==> config.mk <==
export PLATFORM = sky130hd
export DESIGN_NAME = wb_sched_flat
export DESIGN_NICKNAME = d
export VERILOG_FILES = /design/src/rtl/wb_sched_pkg.sv /design/src/rtl/wb_sched_if.sv /design/src/rtl/wb_rr_arb.sv /design/src/rtl/wb_sched.sv /design/src/flat_wrapper.sv
export SDC_FILE = /design/constraint.sdc
export NUM_CORES = 1
export LEC_CHECK = 0
export CORE_MARGIN = 2
export CORE_UTILIZATION = 49
export DETAILED_ROUTE_END_ITERATION = 10
export GPL_ROUTABILITY_DRIVEN = 1
export PLACE_DENSITY = 0.95
export SETUP_SLACK_MARGIN = 0.5
export SLEW_MARGIN = 20
export SYNTH_ARGS = -nofsm -noshare
export SYNTH_HDL_FRONTEND = slang
export SYNTH_SLANG_ARGS = --single-unit
==> constraint.sdc <==
create_clock -name clk -period 8 [get_ports clk]
set_input_delay 1.6 -clock clk [delete_from_list [all_inputs] [get_ports clk]]
set_output_delay 1.6 -clock clk [all_outputs]
set_load 0.01 [all_outputs]
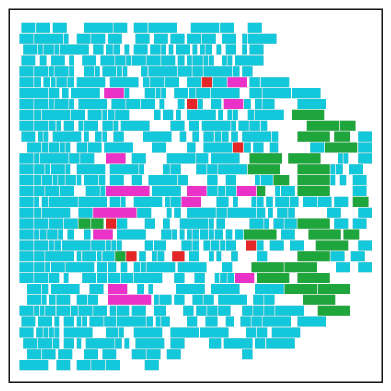
run_1/drive_strength.png
Drawn at 4 px/um.
legend:
  cyan:
    size: drive 1 or less
    cells: 500
  red:
    size: drive 3 to 4
    cells: 7
  green:
    size: drive 2
    cells: 32
  magenta:
    size: drive 6 and up
    cells: 13
final setup margin: 1.93 ns
bufs w/o clock: 141
Area growth syn-to-layout: 40.8%
final instance area: 0.00545 sq mm

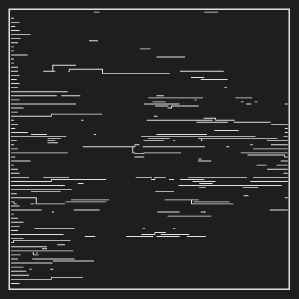
run_1/met3.png
Drawn at 3 px/um.
nets with wire on the layer: 144
wire length on this layer: 1,270 um
main direction: horizontal
Vias: 4,142
final WL: 12.9 mm
grt met3 use: 7.40%

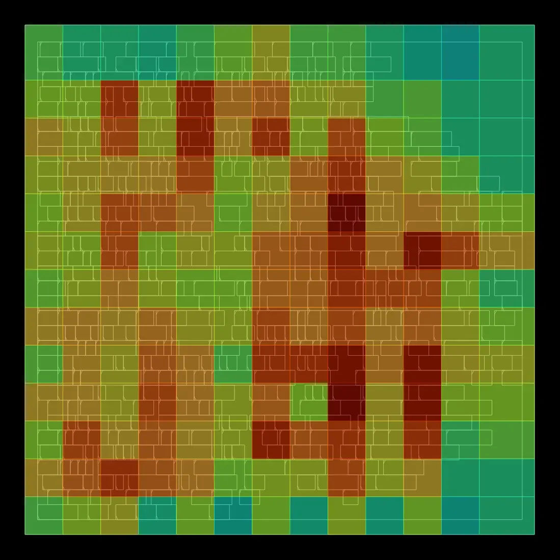
run_1/final_congestion.png
Finished Core Util: 70.8%
drt wl/cell: 19.7 um
met1 Use GR: 36.3%

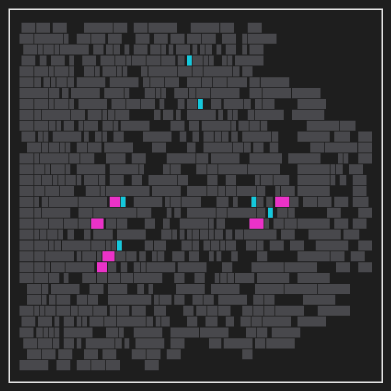
run_1/gate_families.png
Drawn at 4 px/um.
legend:
  cyan:
    family: inverters
    cells: 6
    where: centre
  magenta:
    family: AND-OR and OR-AND gates
    cells: 6
logic share of the area: 41.3%
fin cells: 654

==> Slide: Implementation Results <==
Physical Implementation Snapshot

Placed design
  • Worst slack, placed: 1.93 ns
  • Gpl congestion: 0.918
  • Placed cell count: 638
  • Port Buffer Count: 136
  • DP HPWL: 9.38 mm

STA
  • Crit path time final: 6.07 ns
  • Hold Violations, Final: 0
  • Unrepaired setup endpoints after global routing: false
  • Tcrit/Tclk final: 75.9%
  • Max Clk Rate: 165 MHz
  • Worst slew pin tran: 0.703 ns
  • Setup TNS: 0 ns
  • Slew Limit Fails: 0
  • # setup viols final: 0
  • Headroom to the max-slew limit: 53.1%
  • Clock Skews: 0.0122 ns

Critical path
  • CP bufs+invs: 4
  • Most frequent CP cell: clkdlybuf4s50_1
  • Worst Path Arrival: 4.47 ns
  • Startpoint Class: input pin
  • Worst path cell trace: clkdlybuf4s50_1 > mux4_2 > mux2i_1 > nor2_1 > o32a_1 > buf_4 > inv_1 > clkdlybuf4s50_1
  • Critical path peak fanout: 32
  • Critical Path Stages: 8
  • Crit path max-delay family: buffers and inverters
  • WS Path Type: in2out
  • Worst setup EP type: output pin
  • Worst EP required: 6.40 ns
  • R2R Setup Slk: 5.88 ns
  • R2R cell count: 5
  • Critical Path Slowest Stage Cell: clkdlybuf4s50_1
  • CP peak stage delay: 0.90 ns

Synthesis
  • Yosys Chip Area: 0.00387 sq mm
  • Avg Inst Size Synth: 8.87 sq um
  • Most common cell in the netlist: dfxtp_1
  • Yosys Warn Count: 0
  • Fraction of registers with async set/reset: 0%
  • List of most frequent post-synthesis cells: dfxtp_1 (70), nand2_1 (53), nor2_1 (43)
  • Post-synth area hogs: dfxtp_1 (36%), mux4_2 (13%), a211oi_1 (6.2%)
  • Register share after synthesis: 36.2%
  • EDFF count, synth: 0
  • Mapped Nets: 530
  • FF+latch count, synth: 70
  • Cell Type Count: 38
  • Synth Flop Type: dfxtp_1
  • Max-area cell share: 36.2%
  • Gate Count Post-Synth: 436
  • Post-synth top area cell: dfxtp_1
  • Syn Std Cell Area: 0.00387 sq mm
  • Yosys Instances: 436

Cells and area
  • Fillers: 563
  • Largest cell class by area: logic gates
  • Clock buf/inv share: 4.55%
  • Clkbuf count: 11
  • Seq_cells: 70
  • Register share of the cell area: 25.7%
  • Largest register FFs: 32
  • Net count, final: 641
  • Invs w/o clock: 6
  • Logic area: 0.00225 sq mm
  • Fraction of layout cells with a size suffix above 1: 9.42%
  • Ant diodes: 0
  • Seq. cell area: 0.00140 sq mm
  • Multi-input gates: 319
  • Data buffer area share: 25.7%

Floorplanning
  • FP Rows: 32
  • Fp util: 50.3%
  • # IOs: 137
  • DIE WIDTH: 92.9 um
  • Core area: 0.00769 sq mm
  • Die Ht: 92.9 um
  • Number of tap instances: 102
  • Die ar.: 0.00862 sq mm

Clocking
  • Clk_lat worst skew: 0.35 ns
  • TritonCTS Buffers: 9
  • Post-CTS Setup Inserts: 0
  • Hold bufs inserted after CTS: 0
  • Post-cts gate resize count: 0
  • CTS tree: built
  • Clock root buffer: clkbuf_8
  • CTS max path bufs: 2
  • CTS sink cnt: 70
  • Clock slew at reported path FFs: 0.07 ns
  • H-Tree Depth: 3

Global routing
  • Antenna violations before repair: 0
  • Grt ovf: 0
  • Total Routing Usage GR: 30.3%
  • First-pass GRT wire length: 20.6 mm
  • Vias in the first global route: 4,179
  • Largest net degree at the start of global routing: 44

Route
  • Met2 routed WL: 6.50 mm
  • Initial DRC Count: 333
  • Top Layer Used: met4
  • Detail Route Antenna Nets: 0
  • Post-Route M1 WL: 4.74 mm
  • DRC: 0
  • TritonRoute pass-1 iters: 5
  • Via density: 6.33
  • DR WL met3: 1.27 mm

Status
  • Status: complete, no violations

Job
  • Count of tool warnings: 26
  • Max Cap Viol: 0

Power
  • PwrDens: 170 mW/mm^2
  • Leakage: 1.95 nW
  • Peak VDD IR: 131 uV
  • Pwr Total: 928 uW

Worst hold path
  • Worst hold path depth: 2
  • Worst Hold Class: reg2reg
## run 1: metrics by stage
step	cell area (sq um)	utilization (%)	hold slack (ns)
2_1_floorplan	3870	-	0.463
3_3_place_gp	5200	67.6	0.486
3_5_place_dp	5200	67.6	0.496
4_1_cts	5450	70.8	0.506
5_1_grt	5450	70.8	0.528
6_report	5450	70.8	0.502
## run 1: worst reg2reg max path, delay by kind of cell, from the launching register on
| kind | cells | cell delay, ns |
|---|---|---|
| DFF | 1 | 0.35 |
| muxes | 1 | 0.48 |
| buffers and inverters | 1 | 0.24 |
| AOI/OAI and AO/OA | 3 | 0.94 |
## run 1: cell usage in the layout (no fill, tap or decap), types with 2 or more instances in the layout
cell type / count
a211oi_1: 32
a21oi_1: 33
a221oi_1: 6
buf_4: 5
bufinv_16: 3
clkbuf_8: 10
clkdlybuf4s50_1: 136
dfxtp_1: 70
inv_1: 6
mux2_2: 5
mux2i_1: 5
mux4_2: 23
nand2_1: 53
nand2b_1: 3
nand3_1: 26
nand3b_1: 2
nand4_1: 2
nand4b_1: 4
nor2_1: 43
nor2b_1: 5
nor3_1: 9
nor3b_1: 3
o211ai_1: 13
o21ai_0: 2
o311ai_0: 4
o31ai_1: 30
o41ai_1: 2
## run 1: cell families (layout without fill, tap and decap cells)
family	after synthesis	after routing	synth area share [%]
simple gates	155	155	18.2
compound gates	131	131	23.6
flops	70	70	36.2
buf+inv	47	163	5.82
mux	33	33	16.1
## run 1: routing by layer
metal,GRT usage (%),vias up
met2,51.7,253
met1,36.3,1977
met3,7.40,33
met5,0,-
met4,12.7,0
li1,-,1879
## run 1: power by group
group	leakage, nW	internal, mW	switching [mW]
Sequential	0.575	0.367	0.0177
Clock	0.120	0.216	0.138
Combinational	1.26	0.101	0.0879
Total	1.95	0.684	0.244
No activity file was given, so power comes from the tool's default toggle rates.
